<file path="src/rtl/mp64_rst_seq.sv">
// mp64_rst_seq: platform reset sequencer and heartbeat generator.
//
// A single board-level reset (rst) plus an external level request
// (ext_rst_req, synchronised here) and a synchronous soft reset pulse
// (soft_rst_req) drive a HOLD -> RELEASE -> RUN sequence. After HOLD_CYCLES
// quiet clocks, domain 0 leaves reset. Each further domain follows
// STAGE_GAP clocks later, in index order. A reset event in RELEASE or RUN
// re-enters HOLD and bumps a saturating event counter.
//
// Ports:
//   clk           system clock
//   rst           asynchronous active-high reset (everything, incl. rst_count)
//   ext_rst_req   asynchronous external reset request, level, active-high
//   soft_rst_req  synchronous single-cycle soft reset pulse
//   dom_rst_n     per-domain active-low resets, registered
//   all_released  high once every domain is out of reset
//   state_o       FSM state: 0=HOLD, 1=RELEASE, 2=RUN
//   debug_leds    8'h00 in HOLD, {4'h1, idx} in RELEASE, heartbeat in RUN
//   rst_count     saturating count of re-entries into HOLD
module mp64_rst_seq #(
    parameter int unsigned N_DOMAINS     = 4,
    parameter int unsigned HOLD_CYCLES   = 8,
    parameter int unsigned STAGE_GAP     = 4,
    parameter int unsigned SYNC_STAGES   = 2,
    parameter logic [7:0]  HEARTBEAT_PAT = 8'hA5,
    parameter int unsigned BLINK_CYCLES  = 0
) (
    input  logic                 clk,
    input  logic                 rst,
    input  logic                 ext_rst_req,
    input  logic                 soft_rst_req,
    output logic [N_DOMAINS-1:0] dom_rst_n,
    output logic                 all_released,
    output logic [1:0]           state_o,
    output logic [7:0]           debug_leds,
    output logic [7:0]           rst_count
);

    localparam int unsigned HOLD_W = $clog2(HOLD_CYCLES + 1);
    localparam int unsigned GAP_W  = $clog2(STAGE_GAP + 1);
    // +2 keeps the width non-zero when blinking is disabled
    localparam int unsigned BLK_W  = $clog2(BLINK_CYCLES + 2);

    localparam logic [HOLD_W-1:0]    HOLD_LAST = HOLD_W'(HOLD_CYCLES - 1);
    localparam logic [GAP_W-1:0]     GAP_LAST  = GAP_W'(STAGE_GAP - 1);
    localparam logic [BLK_W-1:0]     BLK_LAST  = BLK_W'(BLINK_CYCLES - 1);
    localparam logic [3:0]           IDX_LAST  = 4'(N_DOMAINS - 1);
    localparam logic [N_DOMAINS-1:0] DOM_ONE   = N_DOMAINS'(1);

    typedef enum logic [1:0] {
        S_HOLD    = 2'd0,
        S_RELEASE = 2'd1,
        S_RUN     = 2'd2
    } state_t;

    state_t                 state;
    logic [SYNC_STAGES-1:0] sync_q;
    logic                   req_s;
    logic                   rst_event;
    logic [HOLD_W-1:0]      hold_cnt;
    logic [GAP_W-1:0]       gap_cnt;
    logic [BLK_W-1:0]       blink_cnt;
    logic [BLK_W-1:0]       blink_nxt;
    logic [3:0]             idx;
    logic [3:0]             idx_nxt;

    // ext_rst_req synchroniser; req_s is the last flop
    always_ff @(posedge clk or posedge rst) begin
        if (rst) begin
            sync_q <= '0;
        end else begin
            sync_q <= {sync_q[SYNC_STAGES-2:0], ext_rst_req};
        end
    end

    assign req_s     = sync_q[SYNC_STAGES-1];
    // Coincident soft and external requests collapse into one event
    assign rst_event = req_s | soft_rst_req;
    assign idx_nxt   = idx + 4'd1;
    assign state_o   = state;

    // Blink counter runs 0..BLINK_CYCLES-1; the LEDs flip whenever it lands
    // on the last value, so the first flip is BLINK_CYCLES-1 edges after RUN
    // entry and later ones every BLINK_CYCLES edges.
    always_comb begin
        blink_nxt = blink_cnt + BLK_W'(1);
        if (blink_cnt == BLK_LAST) begin
            blink_nxt = '0;
        end
    end

    always_ff @(posedge clk or posedge rst) begin
        if (rst) begin
            state        <= S_HOLD;
            dom_rst_n    <= '0;
            all_released <= 1'b0;
            debug_leds   <= 8'h00;
            rst_count    <= 8'h00;
            hold_cnt     <= '0;
            gap_cnt      <= '0;
            blink_cnt    <= '0;
            idx          <= '0;
        end else if (rst_event) begin
            // Only a re-entry from RELEASE/RUN counts; an event while
            // already in HOLD just restarts the hold interval.
            if (state != S_HOLD && rst_count != 8'hFF) begin
                rst_count <= rst_count + 8'd1;
            end
            state        <= S_HOLD;
            dom_rst_n    <= '0;
            all_released <= 1'b0;
            debug_leds   <= 8'h00;
            hold_cnt     <= '0;
            gap_cnt      <= '0;
            blink_cnt    <= '0;
            idx          <= '0;
        end else begin
            case (state)
                S_HOLD: begin
                    if (hold_cnt == HOLD_LAST) begin
                        hold_cnt  <= '0;
                        gap_cnt   <= '0;
                        idx       <= '0;
                        dom_rst_n <= DOM_ONE;
                        if (N_DOMAINS == 1) begin
                            state        <= S_RUN;
                            all_released <= 1'b1;
                            debug_leds   <= HEARTBEAT_PAT;
                            blink_cnt    <= '0;
                        end else begin
                            state      <= S_RELEASE;
                            debug_leds <= 8'h10;
                        end
                    end else begin
                        hold_cnt <= hold_cnt + HOLD_W'(1);
                    end
                end
                S_RELEASE: begin
                    if (gap_cnt == GAP_LAST) begin
                        gap_cnt   <= '0;
                        idx       <= idx_nxt;
                        // Domains release strictly in index order, so the
                        // next one is always the lowest bit still low.
                        dom_rst_n <= (dom_rst_n << 1) | DOM_ONE;
                        if (idx_nxt == IDX_LAST) begin
                            state        <= S_RUN;
                            all_released <= 1'b1;
                            debug_leds   <= HEARTBEAT_PAT;
                            blink_cnt    <= '0;
                        end else begin
                            debug_leds <= {4'h1, idx_nxt};
                        end
                    end else begin
                        gap_cnt <= gap_cnt + GAP_W'(1);
                    end
                end
                S_RUN: begin
                    if (BLINK_CYCLES != 0) begin
                        blink_cnt <= blink_nxt;
                        if (blink_nxt == BLK_LAST) begin
                            debug_leds <= ~debug_leds;
                        end
                    end
                end
                default: begin
                    state <= S_HOLD;
                end
            endcase
        end
    end

endmodule

</file>
<file path="config.mk">
export PLATFORM = sky130hd
export DESIGN_NAME = mp64_rst_seq
export DESIGN_NICKNAME = d
export VERILOG_FILES = /design/src/rtl/mp64_rst_seq.sv
export SDC_FILE = /design/constraint.sdc
export NUM_CORES = 1
export LEC_CHECK = 0
export CAP_MARGIN = 20
export CELL_PAD_IN_SITES_DETAIL_PLACEMENT = 1
export CELL_PAD_IN_SITES_GLOBAL_PLACEMENT = 1
export CORE_ASPECT_RATIO = 1.2
export CORE_MARGIN = 4
export CORE_UTILIZATION = 41
export CTS_CLUSTER_SIZE = 20
export DETAILED_ROUTE_END_ITERATION = 8
export PLACE_DENSITY = 0.8
export SLEW_MARGIN = 10
export SYNTH_ARGS = -nofsm -noshare
export SYNTH_HDL_FRONTEND = slang
export SYNTH_SLANG_ARGS = --single-unit
export TNS_END_PERCENT = 10
</file>
<file path="constraint.sdc">
create_clock -name clk -period 2 [get_ports clk]
set_input_delay 0.3 -clock clk [delete_from_list [all_inputs] [get_ports clk]]
set_output_delay 0.3 -clock clk [all_outputs]
set_load 0.005 [all_outputs]
</file>
==> run notes, run 1 <==
Implementation summary

The flow ran to the end, and the final reports show no timing, DRC or antenna violations. The worst setup path is of the reg -> reg kind. The portion of the post-synthesis area used by sequential elements is roughly half.

The clock period could shrink to ~1800 ps. The clock network contribution to total cell area is about 4.0%. The number of search-and-repair iterations in the first detailed-routing pass is 4. In this run switching power makes up roughly 22% of total power. The register with the most flip-flops in the final layout is rst_count. The total clock buffers created by CTS is 5. In this run the post-CTS setup repair buffer count came out at 0. The first-pass GRT wire length is 6196 um.

The count of max-cap constraint violations is 0. Each instance of the synthesized netlist takes up on average between 10 and 15 um2. The longest individual stage delay on the worst path is 510 ps. The most frequently used library cell after synthesis is sky130_fd_sc_hd__dfrtp_1. The routed design shows a wire length per standard cell of 15.97 um. The Yosys step of the flow raised 0 warnings. The final layout report lists a non-clock inverter count of 4.

For the worst min-delay path, the startpoint reported by OpenROAD is sync_q[0]. The power in combinational cells is 0.0590 mW. The script parses the final routing iteration and logs DRC violations as 0. The proportion of layout cells with a drive suffix above 1 is roughly a tenth. Per STA, the worst path is made up of ha_1, or4b_1, o31ai_2, and2_4, a31o_1. The area reported by Yosys stat is between 1500 and 2000 um2.

The largest registers in the layout are rst_count (8), debug_leds (6). The effective utilization at floorplan is 43.38%. The worst setup path endpoint is state_o[1]. The area fraction in full adders, half adders and majority gates is 3.873%.

The main combinational cell family by area after synthesis is simple AND/OR/NAND/NOR gates. Once iteration 0 of detailed routing completed, the report listed about 52 DRC markers. The row count is 24.

Signal nets in the final route climb as high as met4. The tally of non-filler cells in the final layout is 228. In this run, post-CTS repair resized a total of 0 instances. The slowest stage of the critical path is the sky130_fd_sc_hd__or4b_1 cell. The synthesized netlist devotes 4.880% of its cell area to XOR and XNOR gates. The nature of the critical path endpoint is a flop.
-- run 1: cell usage in the layout (no fill, tap or decap), types with 5 or more instances in the layout --
cell type and n:
sky130_fd_sc_hd__nand4_1 5, sky130_fd_sc_hd__ha_1 5, sky130_fd_sc_hd__nor2_1 7, sky130_fd_sc_hd__clkbuf_8 5
sky130_fd_sc_hd__clkdlybuf4s50_1 25, sky130_fd_sc_hd__dfrtp_1 33, sky130_fd_sc_hd__nand2_1 17, sky130_fd_sc_hd__a21oi_1 7
sky130_fd_sc_hd__nand3_1 6, sky130_fd_sc_hd__xor2_1 5
-- run 1: critical path: cells and delay by family (launching register included) --
kind                       cells  cell delay, ps
adders and majority gates      1             310
DFF                            1             480
AOI/OAI and AO/OA              2             230
and+or+nand+nor                2             750
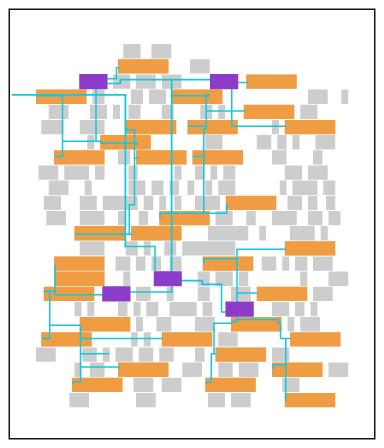
Run 1: clock wires, drivers and flops
legend:
  orange:
    item: flip-flops
    count: 33
  purple:
    item: clock-net drivers
    count: 5
  cyan:
    item: clock wires
    length: 459 um
routed clock nets: 6
flops lie: spread over the die
Clock group: 0.476 mW
Latency at later pin: 280 ps
relative contribution of the clock network to total power: 39.1%
final clock skew: 3.205 ps

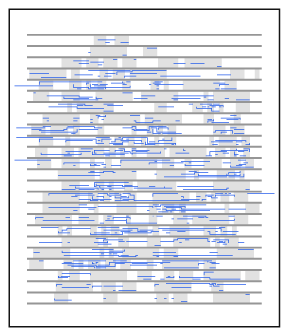
Run 1: M1 wires
Supply wires on this layer in gray.
main direction: horizontal
nets with wire on the layer: 167
final routed wirelength across all metal layers: 3642 um
routed via count: 1,183
met1 capacity usage during global routing: 18.33%

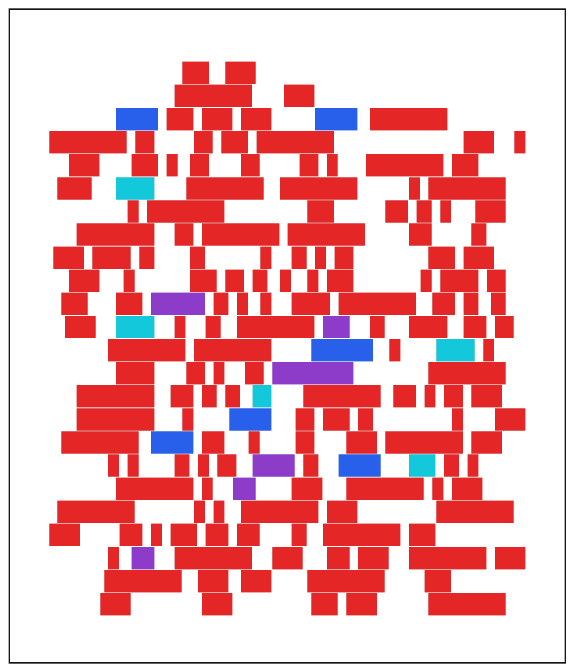
Run 1: drive-strength map
legend:
  blue:
    size: x6 and larger
    cells: 6
    share: 3.4%
  purple:
    size: x3 and x4
    cells: 6
    share: 3.4%
  cyan:
    size: x2
    cells: 5
    share: 2.8%
  red:
    size: x1 and smaller
    cells: 159
    share: 90%
number of non-clock buffers in the layout: 28
worst path setup slack after routing: 170.3 ps

==> run 1 -> run 2 <==
--- a/config.mk
+++ b/config.mk
@@ -16,3 +16,3 @@
 export PLACE_DENSITY = 0.8
-export SLEW_MARGIN = 10
+export SLEW_MARGIN = 20
 export SYNTH_ARGS = -nofsm -noshare
--- a/constraint.sdc
+++ b/constraint.sdc
@@ -3,2 +3,2 @@
 set_output_delay 0.3 -clock clk [all_outputs]
-set_load 0.005 [all_outputs]
+set_load 0.05 [all_outputs]
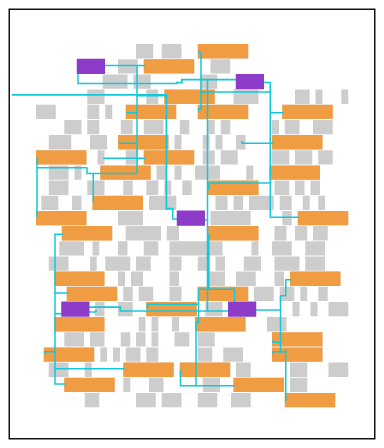
Run 2: clock wires, drivers and flops
legend:
  purple:
    item: clock-net drivers
    count: 5
  orange:
    item: flip-flops
    count: 33
  cyan:
    item: clock wires
    length: 469 um
flops lie: spread over the die
routed clock nets: 6

==> run 2 against run 1 <==
  * Non-clock buffer count up 1
  * Critical path depth shrank 4
  * Sequential power is essentially flat
==> run notes, run 2 <==
Implementation summary

The synthesized area per cell was 10.99 um2 (unchanged). The total clock buffers created by CTS was 5 (unchanged). The area fraction in full adders, half adders and majority gates came to 3.873% (unchanged). The count of cell instances traversed by the critical path is 1 (was 5).

The critical setup path kind is reg -> out (was reg -> reg). The y dimension of the die is 76.76 um (unchanged). The number of global-route vias before repair came to 1,294 (was 1,295). The worst setup path endpoint was rst_count[2] (was state_o[1]). The core area was 3724 um2 (unchanged). The total of warnings raised by yosys came to 0 (unchanged). Dominant logic cell types in the final layout: sky130_fd_sc_hd__dfrtp_1 (33), sky130_fd_sc_hd__clkdlybuf4s50_1 (22), sky130_fd_sc_hd__nand2_1 (17) (was sky130_fd_sc_hd__dfrtp_1 (33), sky130_fd_sc_hd__clkdlybuf4s50_1 (25), sky130_fd_sc_hd__nand2_1 (17)). The number of search-and-repair iterations in the first detailed-routing pass is 4 (unchanged).

The longest individual stage delay on the worst path was 850 ps (was 510 ps). The highest ir drop seen on vdd is 0.0005161 V (was 0.0004883 V). The clock period minus worst slack is 1892 ps (was 1830 ps). The final critical-path setup slack was 108.5 ps (was 170.3 ps). The average wire per cell in the routed design is 15.94 um (was 15.97 um). The uppermost metal layer occupied by signal nets was met4 (unchanged). The portion of the post-synthesis area used by sequential elements is 51.12% (unchanged). The library cell with the highest instance count after synthesis is sky130_fd_sc_hd__dfrtp_1 (unchanged).

The count of max-cap constraint violations is 0 (unchanged). The total number of vias is 1,200 (was 1,183). The first-pass GRT wire length came to 6389 um (was 6196 um). The die outline width came to 65.30 um (unchanged).

The DRC violation total after the first TritonRoute iteration came to 25 (was 52). The total wire length is 3650 um (was 3642 um). The combined buffer and inverter count along the critical path was 1 (was 0). The global-route met3 utilization is 5.848% (was 4.386%).

Worst path cell trace: clkdlybuf4s50_1 (was ha_1, or4b_1, o31ai_2, and2_4, a31o_1). The residual DRC count is 0 (unchanged). The number of gates given a new drive strength after cts is 0 (unchanged).

The origin of the worst min-delay path is sync_q[0] (unchanged). The area reported by Yosys stat is 1615 um2 (unchanged). The highest-delay cell along the critical path is sky130_fd_sc_hd__clkdlybuf4s50_1 (was sky130_fd_sc_hd__or4b_1). The clock latency reported for the late side of the worst-skew pair came to 290 ps (was 280 ps). The highest net fanout along the worst path came to 6 (was 10). The register ranked first by flip-flop count is rst_count (unchanged). The fraction of synthesized cell area in xor and xnor cells is 4.880% (unchanged). The most frequently placed logic cell in the final layout was sky130_fd_sc_hd__dfrtp_1 (unchanged). The destination of the worst register-to-register timing path was debug_leds[5] (was state_o[1]). The nature of the critical path endpoint is an output port (was flop). The critical path's top delay family is buffers and inverters (was simple AND/OR/NAND/NOR gates).

Status: finished, final reports clean (unchanged). The post-synthesis cell area came to 1615 um2 (unchanged). The main combinational cell family by area after synthesis is simple AND/OR/NAND/NOR gates (unchanged). Most area-consuming cells after synthesis: sky130_fd_sc_hd__dfrtp_1 (51%), sky130_fd_sc_hd__nand2_1 (4.0%), sky130_fd_sc_hd__ha_1 (3.9%) (unchanged). The tally of non-filler cells in the final layout is 229 (was 228). The proportion of layout cells with a drive suffix above 1 is 12.99% (was 9.659%). The number of buffers added for setup after CTS came to 0 (unchanged). The start point of the critical path is rst_count[2] (was debug_leds[0]). The effective utilization at floorplan is 43.38% (unchanged). The detailed-routing wirelength on met1 is 1463 um (was 1504 um). The worst clock skew on the final layout is 10.15 ps (was 3.205 ps). The global-route track usage on met1 is 18.99% (was 18.33%).

Biggest registers after layout: rst_count (8), debug_leds (6) (unchanged).
-- run 2: cell counts after synthesis --
Identical to the previous run, type by type.
-- run 2: area by class of cell --
type                       count  share of cell area, %
sequential                    33                  41.43
multi-input combinational    103                  36.10
timing repair buffer          29                  14.31
clock buffer                   6                  3.641
tap                           52                  3.264
inverter                       4                 0.7533
clock inverter                 2                 0.5022
-- run 2: power breakdown --
part,switching (mW),internal (mW),total [mW]
sequential,0.00792,0.676,0.683
clock,0.248,0.241,0.488
combinational,0.0523,0.0285,0.0808
total,0.308,0.945,1.25
-- run 2: cells by family (layout without fill, tap and decap cells) --
logic type	after synthesis	count (layout)
AND/OR/NAND/NOR	55	55
flip-flops	33	33
AND-OR/OR-AND	31	31
buffers and inverters	11	41
XOR/XNOR	9	9
adder cells (fa/ha/maj)	5	5
multiplexers	2	2
other	1	1
Power and IR drop assume default switching activity.
